run_1/congestion.png
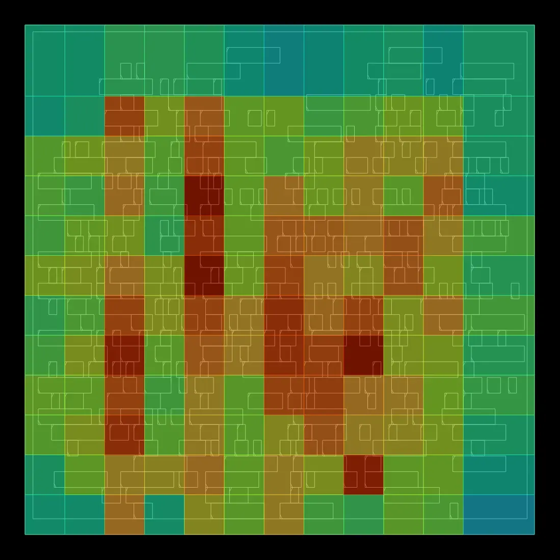
run_1/layer_met2.png
Drawn at 4 px/µm.
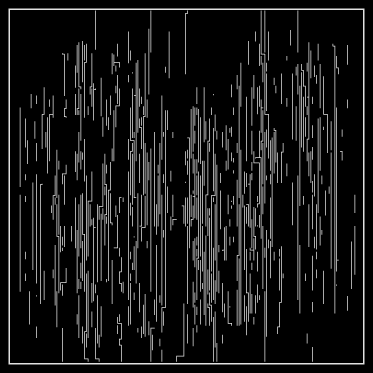
run_1/sizes.png
Drawn at 6 px/µm.
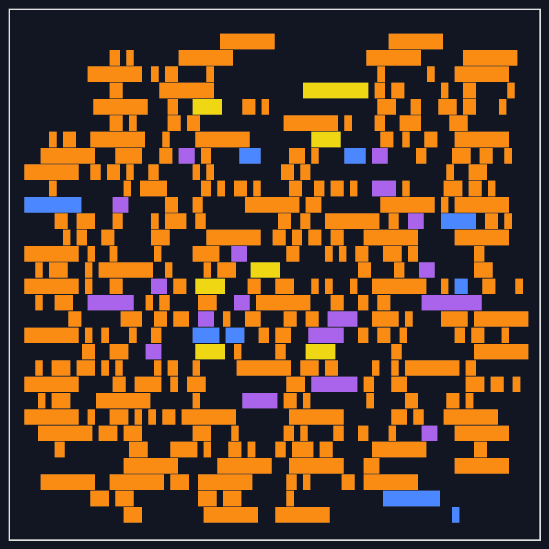
`src/rtl/vga_timing_gen_param.sv`:
```
// vga_timing_gen_param
// Parametrised raster timing generator. Each line and each frame runs through
// four regions in order: sync, back porch, active, front porch. The widths of
// the regions, the sync polarities and the output delay depth are parameters.
// The outputs can be delayed so that they stay aligned with a pixel pipeline
// of known depth further downstream.
//
// Ports:
//   pclk        - pixel clock
//   reset       - asynchronous reset, active high
//   ce          - pixel clock-enable; no state changes while ce=0
//   en          - run enable; while en=0 the raster is stopped and blanked
//   hsync       - horizontal sync, active level HS_POL
//   vsync       - vertical sync, active level VS_POL
//   data_valid  - high during active video
//   px_x        - zero-based column inside the active region, 0 outside it
//   px_y        - zero-based row inside the active lines, 0 outside them
//   line_start  - one ce-cycle pulse at the first pixel of every line
//   frame_start - one ce-cycle pulse at the first pixel of every frame
//
// The outputs show the counter state from 1+DLY ce-cycles earlier.
module vga_timing_gen_param #(
    parameter int CNT_W    = 12,
    parameter int H_SYNC   = 96,
    parameter int H_BACK   = 48,
    parameter int H_ACTIVE = 640,
    parameter int H_FRONT  = 16,
    parameter int V_SYNC   = 2,
    parameter int V_BACK   = 33,
    parameter int V_ACTIVE = 480,
    parameter int V_FRONT  = 10,
    parameter bit HS_POL   = 1'b0,
    parameter bit VS_POL   = 1'b0,
    parameter int DLY      = 0
) (
    input  logic             pclk,
    input  logic             reset,
    input  logic             ce,
    input  logic             en,
    output logic             hsync,
    output logic             vsync,
    output logic             data_valid,
    output logic [CNT_W-1:0] px_x,
    output logic [CNT_W-1:0] px_y,
    output logic             line_start,
    output logic             frame_start
);

    localparam int H_TOTAL = H_SYNC + H_BACK + H_ACTIVE + H_FRONT;
    localparam int V_TOTAL = V_SYNC + V_BACK + V_ACTIVE + V_FRONT;
    localparam int H_AST   = H_SYNC + H_BACK;
    localparam int V_AST   = V_SYNC + V_BACK;

    if ((longint'(H_TOTAL) > (longint'(1) << CNT_W)) ||
        (longint'(V_TOTAL) > (longint'(1) << CNT_W))) begin : gBadWidth
        $error("vga_timing_gen_param: H_TOTAL/V_TOTAL do not fit in CNT_W bits");
    end
    if ((H_SYNC < 1) || (H_ACTIVE < 1) || (V_SYNC < 1) || (V_ACTIVE < 1) ||
        (H_BACK < 0) || (H_FRONT < 0) || (V_BACK < 0) || (V_FRONT < 0)) begin : gBadRegion
        $error("vga_timing_gen_param: sync and active regions must be at least 1 wide");
    end
    if ((DLY < 0) || (DLY > 15)) begin : gBadDly
        $error("vga_timing_gen_param: DLY must be 0..15");
    end

    // All comparisons are made in CNT_W bits. The active region is bounded by
    // its last index rather than one past it, because one past it can wrap to
    // zero when the front porch is empty and the total is exactly 2^CNT_W.
    localparam logic [CNT_W-1:0] H_LAST   = CNT_W'(H_TOTAL - 1);
    localparam logic [CNT_W-1:0] V_LAST   = CNT_W'(V_TOTAL - 1);
    localparam logic [CNT_W-1:0] HS_END   = CNT_W'(H_SYNC);
    localparam logic [CNT_W-1:0] VS_END   = CNT_W'(V_SYNC);
    localparam logic [CNT_W-1:0] H_AFIRST = CNT_W'(H_AST);
    localparam logic [CNT_W-1:0] V_AFIRST = CNT_W'(V_AST);
    localparam logic [CNT_W-1:0] H_ALAST  = CNT_W'(H_AST + H_ACTIVE - 1);
    localparam logic [CNT_W-1:0] V_ALAST  = CNT_W'(V_AST + V_ACTIVE - 1);

    typedef struct packed {
        logic             hs;
        logic             vs;
        logic             dv;
        logic             ls;
        logic             fs;
        logic [CNT_W-1:0] x;
        logic [CNT_W-1:0] y;
    } stage_t;

    localparam stage_t IDLE = '{hs: ~HS_POL, vs: ~VS_POL, dv: 1'b0, ls: 1'b0,
                                fs: 1'b0, x: '0, y: '0};

    logic [CNT_W-1:0] hCnt;
    logic [CNT_W-1:0] vCnt;

    always_ff @(posedge pclk or posedge reset) begin
        if (reset) begin
            hCnt <= '0;
            vCnt <= '0;
        end else if (ce) begin
            if (!en) begin
                hCnt <= '0;
                vCnt <= '0;
            end else if (hCnt == H_LAST) begin
                hCnt <= '0;
                vCnt <= (vCnt == V_LAST) ? '0 : vCnt + 1'b1;
            end else begin
                hCnt <= hCnt + 1'b1;
            end
        end
    end

    logic   hsAct;
    logic   vsAct;
    logic   hAct;
    logic   vAct;
    stage_t nxt;

    always_comb begin
        hsAct = (hCnt < HS_END);
        vsAct = (vCnt < VS_END);
        hAct  = (hCnt >= H_AFIRST) && (hCnt <= H_ALAST);
        vAct  = (vCnt >= V_AFIRST) && (vCnt <= V_ALAST);

        nxt = IDLE;
        if (en) begin
            nxt.hs = hsAct ? HS_POL : ~HS_POL;
            nxt.vs = vsAct ? VS_POL : ~VS_POL;
            nxt.dv = hAct & vAct;
            nxt.ls = (hCnt == '0);
            nxt.fs = (hCnt == '0) && (vCnt == '0);
            nxt.x  = hAct ? hCnt - H_AFIRST : '0;
            nxt.y  = vAct ? vCnt - V_AFIRST : '0;
        end
    end

    // pipe[0] is the registered decode; pipe[1..DLY] is the alignment delay.
    stage_t pipe [0:DLY];

    always_ff @(posedge pclk or posedge reset) begin
        if (reset) begin
            for (int i = 0; i <= DLY; i++) begin
                pipe[i] <= IDLE;
            end
        end else if (ce) begin
            pipe[0] <= nxt;
            for (int i = 1; i <= DLY; i++) begin
                pipe[i] <= pipe[i-1];
            end
        end
    end

    assign hsync       = pipe[DLY].hs;
    assign vsync       = pipe[DLY].vs;
    assign data_valid  = pipe[DLY].dv;
    assign line_start  = pipe[DLY].ls;
    assign frame_start = pipe[DLY].fs;
    assign px_x        = pipe[DLY].x;
    assign px_y        = pipe[DLY].y;

endmodule

```
`config.mk`:
```
export PLATFORM = sky130hd
export DESIGN_NAME = vga_timing_gen_param
export DESIGN_NICKNAME = d
export VERILOG_FILES = /design/src/rtl/vga_timing_gen_param.sv
export SDC_FILE = /design/constraint.sdc
export NUM_CORES = 1
export LEC_CHECK = 0
export ABC_CLOCK_PERIOD_IN_PS = 2600
export CAP_MARGIN = 10
export CELL_PAD_IN_SITES_DETAIL_PLACEMENT = 1
export CELL_PAD_IN_SITES_GLOBAL_PLACEMENT = 2
export CORE_UTILIZATION = 40
export DETAILED_ROUTE_END_ITERATION = 6
export DONT_BUFFER_PORTS = 1
export PLACE_DENSITY = 0.86
export REMOVE_ABC_BUFFERS = 1
export SLEW_MARGIN = 15
export SYNTH_ARGS = -nofsm -noshare
export SYNTH_HDL_FRONTEND = slang
export SYNTH_SLANG_ARGS = --single-unit
```
`constraint.sdc`:
```
create_clock -name pclk -period 2.6 [get_ports pclk]
set_clock_uncertainty 0.2 [all_clocks]
set_input_delay 0.52 -clock pclk [delete_from_list [all_inputs] [get_ports pclk]]
set_output_delay 0.52 -clock pclk [all_outputs]
set_load 0.03 [all_outputs]
```
==> impl_metrics.toml, run 1 <==
# yosys + openroad results
[final_timing]
tns_ps = 0
hold_viol = 9
timing.hold.ws_ps = -10.27
tightest_slew_ps = 726.8
slew_headroom = 0.5148
drv_slew = 0
rsz0062_at_grt = "no"
finalSetupViolations = 0
timing.fmax_mhz = 440.7
finalCriticalPeriod_ps = 2269

[route]
wl_met3_um = 183
drtIter0Drc = 94
wl_met1_um = 3240
drc = 0
route.met2.wl_um = 3856
drtAntennaViolNets = 0

[clock_tree]
ctsResizeCount = 0
path_clk_slew_ps = 110
cts_sinks = 53
post_cts_buffers = 0
cts_hold_buf = 0

[cells_and_area]
area_growth_pct = 6.689
buffer_area_frac = 0.02603
mi_logic_area_um2 = 1398
nets = 323
nClkBuffers = 7
antennaDiodeCount = 0
sh_comb_area = 0.4405
flops = 53
largest_class = "logic gates"
drive_gt1_frac = 0.1086
regArea_um2 = 1329
inv_count = 33
clk_share = 0.03667
final.fill_count = 884
seq_share = 0.4188

[worst_setup_path]
worst_setup_path_start_kind = "register"
slowest_delay_ps = 490
r2r-end = "px_y[6]"
r2r-start = "vCnt[0]"
cpMaxStageDelayCell = "dfrtp_1"
required_ps = 2590
crit_type = "register to register"

[grt]
antenna_found_initial = 0
overflow = 0
grtUsageMet1 = 0.2578
grt_max_degree = 42

[power_and_ir_drop]
combPwrFrac = 0.074
p_per_area_nw_per_um2 = 516.2
p_sw_uw = 423.6
p_leak_nw = 1.355
p_sw_frac = 0.2586
cellInternalPower_mw = 1.214
seq_power_uw = 921

[floorplanning]
ioPinCount = 33
fp-utilization = 0.4122
dieArea_um2 = 7784

[synthesis]
ys_types = 59
synth-xor-area-share = 0.05595
async_flop_share = 1.000
postSynthAreaPerCell_um2 = 9.323
area_leaders = "dfrtp_1 43%, inv_1 4.2%, o22ai_1 3.6%, xnor2_1 3.5%, nand2_1 3.3%"
syn_area_um2 = 2974
synth.ff_latch_count = 53
top_cells_by_count = "51 x dfrtp_1, 33 x inv_1, 26 x nand2_1"
synth_top_flop_cell = "dfrtp_1"
synth_top_cell_by_area = "dfrtp_1"
ys_sh_simple = 0.2070
yosys_warnings = 0
yosysMostFrequentCell = "dfrtp_1"
ys_chip_area_um2 = 2974
mux_share = 0.003366

[min_path]
hold_class = "primary input to asynchronous set/reset pin"

[place]
numPortBuffers = 0
placed_cells = 404
gp_congestion = 0.7985

[status]
status = "finished with violations"
violations = "negative hold slack"
## Picture notes: congestion.png
met3 usage: 0.03451
GRT Overall Usage: 0.2128
Avg WL per Cell: 17.91 µm

## Picture notes: layer_met2.png
272 nets have wire on it. The layer carries 3860 µm of wire. The longest straight run is 66.8 µm.
wirelength, routed: 7380 µm
M2 GR Usage: 0.3867
via count: 2289

## Picture notes: sizes.png
Purple shows _3 and _4 cells, cells 18. Orange shows _0 and _1 cells, cells 279. Yellow shows _6 and larger, cells 7. Blue shows _2 cells, cells 9.

run_1/cell_density.png
Drawn at 4 px/µm. 9 x 9 tiles, from black (low) to pale yellow (high), 0 to 100% covered.
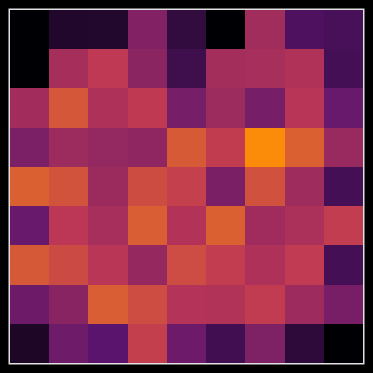

==> run 1 -> run 2 <==
--- a/config.mk
+++ b/config.mk
@@ -9,6 +9,7 @@
 export CAP_MARGIN = 10
 export CELL_PAD_IN_SITES_DETAIL_PLACEMENT = 1
 export CELL_PAD_IN_SITES_GLOBAL_PLACEMENT = 2
+export CORE_MARGIN = 2
 export CORE_UTILIZATION = 40
 export DETAILED_ROUTE_END_ITERATION = 6
 export DONT_BUFFER_PORTS = 1
run_2/cell_density.png
Drawn at 4 px/µm. 9 x 9 tiles, from black (low) to pale yellow (high), 0 to 100% covered.
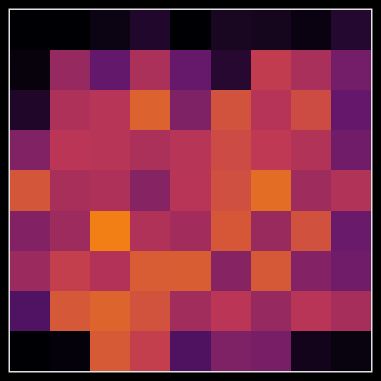
6.2% of the tiles are nearly empty. The emptiest ninth of the die: top left. The fullest tile reaches 71%. The mean over all tiles is 38%.
final core area utilization: 0.4422
floorplan core density: 0.4122
Core ar.: 7214 µm²

==> impl_metrics.toml, run 2 <==
# yosys + openroad results
[final_timing]
finalSetupViolations = 0
finalCriticalPeriod_ps = 2281
tns_ps = 0
tightest_slew_ps = 612.7
hold_viol = 0
rsz0062_at_grt = "no"
timing.fmax_mhz = 438.4
slew_headroom = 0.5878
timing.hold.ws_ps = 64.60

[cells_and_area]
sh_comb_area = 0.4380
nets = 325
seq_share = 0.4165
nClkBuffers = 7
clk_share = 0.03647
largest_class = "logic gates"
drive_gt1_frac = 0.1111
antennaDiodeCount = 0
regArea_um2 = 1329
final.fill_count = 859
area_growth_pct = 7.278
mi_logic_area_um2 = 1398
buffer_area_frac = 0.03137
inv_count = 33

[synthesis]
ys_chip_area_um2 = 2974
area_leaders = "dfrtp_1 43%, inv_1 4.2%, o22ai_1 3.6%, xnor2_1 3.5%, nand2_1 3.3%"
ys_types = 59
yosysMostFrequentCell = "dfrtp_1"
synth_top_flop_cell = "dfrtp_1"
synth.ff_latch_count = 53
yosys_warnings = 0
syn_area_um2 = 2974
synth_top_cell_by_area = "dfrtp_1"

[worst_setup_path]
cpMaxStageDelayCell = "dfrtp_1"
r2r-start = "vCnt[0]"
required_ps = 2580
worst_setup_path_start_kind = "register"
r2r-end = "px_y[1]"
crit_type = "register to register"
slowest_delay_ps = 490

[route]
vias = 2263
drtAntennaViolNets = 0
wl_met1_um = 3265
route.met2.wl_um = 3730
wl_met3_um = 216
wirelength_um = 7325

[status]
status = "finished, final reports clean"

[place]
gp_congestion = 0.8388
placed_cells = 405
numPortBuffers = 0

[grt]
overflow = 0
grt_max_degree = 42
antenna_found_initial = 0
grtUsageMet3 = 0.03018
grtUsageMet1 = 0.2401
grtUsageMet2 = 0.3383

[power_and_ir_drop]
p_leak_nw = 1.363
p_sw_frac = 0.2562
combPwrFrac = 0.075
p_per_area_nw_per_um2 = 512.1
p_sw_uw = 418.6
seq_power_uw = 920

[floorplanning]
dieArea_um2 = 8141
ioPinCount = 33

[min_path]
hold_class = "primary input to register"

[clock_tree]
path_clk_slew_ps = 90
cts_hold_buf = 1
cts_sinks = 53
run_2/sizes.png
Drawn at 4 px/µm.
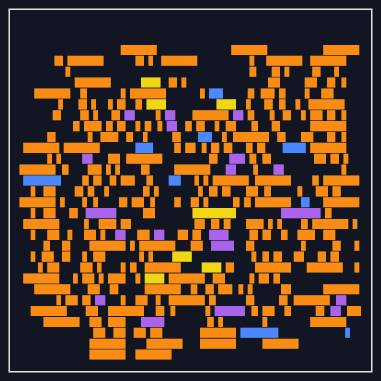

==> run 2 -> run 3 <==
--- a/config.mk
+++ b/config.mk
@@ -13,7 +13,7 @@
 export CORE_UTILIZATION = 40
 export DETAILED_ROUTE_END_ITERATION = 6
 export DONT_BUFFER_PORTS = 1
-export PLACE_DENSITY = 0.86
+export PLACE_DENSITY_LB_ADDON = 0.08
 export REMOVE_ABC_BUFFERS = 1
 export SLEW_MARGIN = 15
 export SYNTH_ARGS = -nofsm -noshare
run_3/sizes.png
Drawn at 4 px/µm.
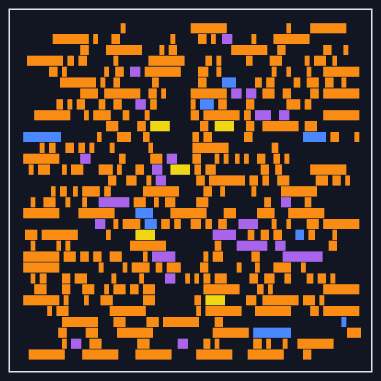
Blue shows _2 cells, cells 9. Purple shows _3 and _4 cells, cells 23. Yellow shows _6 and larger, cells 5. Orange shows _0 and _1 cells, cells 281.

==> impl_metrics.toml, run 3 <==
# yosys + openroad results
[synthesis]
adder_share = 0.02945
synth_top_cell_by_area = "dfrtp_1"
async_flop_share = 1.000
yosysTopAreaCellShare = 0.4291
postSynthAreaPerCell_um2 = 9.323
top_cells_by_count = "51 x dfrtp_1, 33 x inv_1, 26 x nand2_1"
yosysMostFrequentCell = "dfrtp_1"
ys_cells = 319
synth-xor-area-share = 0.05595
syn_area_um2 = 2974
ys_chip_area_um2 = 2974
area_leaders = "dfrtp_1 43%, inv_1 4.2%, o22ai_1 3.6%, xnor2_1 3.5%, nand2_1 3.3%"
ys_seq_frac = 0.4468
ys_types = 59
synthAoiAreaFrac = 0.1742
yosys_warnings = 0
synth_top_flop_cell = "dfrtp_1"
synth.ff_latch_count = 53
edf_count = 0

[final_timing]
rsz0062_at_grt = "no"
fin_crit_sh = 0.8724
drv_slew = 0
finalSetupViolations = 0
tightest_slew_ps = 530.8
finalCriticalPeriod_ps = 2268
timing.fmax_mhz = 440.9
fin_ws_ps = 331.7
hold_viol = 0
tns_ps = 0
slew_headroom = 0.6429
timing.hold.ws_ps = 75.66

[cells_and_area]
antennaDiodeCount = 0
sh_comb_area = 0.4394
stdcell_area_um2 = 3181
mi_logic_area_um2 = 1398
drive_gt1_frac = 0.1164
nClkBuffers = 7
comb_cells = 208
stdcell_count = 417
utilization = 0.4409
flops = 53
area_growth_pct = 6.942
regArea_um2 = 1329
inv_count = 33
clk_share = 0.02636
nets = 328
lay_top_cells = "51 x dfrtp_1, 32 x inv_1, 26 x nand2_1"
final.fill_count = 865
largest_class = "logic gates"
buffer_area_frac = 0.03855
nNonClkBuffers = 16
seq_share = 0.4178

[power_and_ir_drop]
seq_power_uw = 918
clock_power_uw = 475
p_leak_nw = 1.359
pg_comb_uw = 128
power_mw = 1.521
ir_drop_v = 0.0002079
p_per_area_nw_per_um2 = 478.3
p_sw_uw = 427.0
combPwrFrac = 0.084
seqPwrFrac = 0.603
p_sw_frac = 0.2807
cellInternalPower_mw = 1.094

[floorplanning]
die_h_um = 90.23
core_um2 = 7214
fp-utilization = 0.4122
row_count = 31
ioPinCount = 33
dieArea_um2 = 8141

[min_path]
holdPathEnd = "px_y[10]"
hold_start = "ce"
hold_class = "primary input to register"

[place]
dpl_cell_area_um2 = 3087
pre_cts_ws_ps = 303.1
placed_cells = 408
numPortBuffers = 0
gp_congestion = 0.8187

[grt]
grtUsageMet3 = 0.02682
grt_max_degree = 42
overflow = 0
grt_pass1_wl_um = 12520
antenna_found_initial = 0
grtUsageMet2 = 0.3327
first_global_vias = 2338
grt.total_usage = 0.1898
grtUsageMet1 = 0.2472
busiest_layer = "met2"

[worst_setup_path]
required_ps = 2590
worst-path-stages = 6
r2r-end = "px_y[4]"
cpMaxStageDelayCell = "dfrtp_1"
worst_setup_path_start_kind = "register"
crit_path_end = "px_y[4]"
cp_top_family = "AND-OR/OR-AND gates"
r2r_slack_ps = 330
r2r-start = "vCnt[0]"
crit_type = "register to register"
crit_start = "vCnt[0]"
cp_max_fo = 10
path_cells = "ha_1, o41ai_2, a21oi_1, a41o_1, nand3_2, o22ai_1"
slowest_delay_ps = 480

[route]
route.met2.wl_um = 3804
drtAntennaViolNets = 0
drtIter0Drc = 90
vias = 2319
drc = 0
top_layer_used = "met4"
wl_met3_um = 140
wl_met1_um = 3494
firstDrtPassIters = 4
wire_per_inst_um = 18.08
wirelength_um = 7538

[clock_tree]
clk_root_buffer_cell = "clkbuf_8"
clkLatencyLatePin_ps = 310
path_clk_slew_ps = 90
cts_buffer_depth = 2
htreeDepth = 2
cts_hold_buf = 1
cts_sinks = 53

[status]
status = "finished, final reports clean"
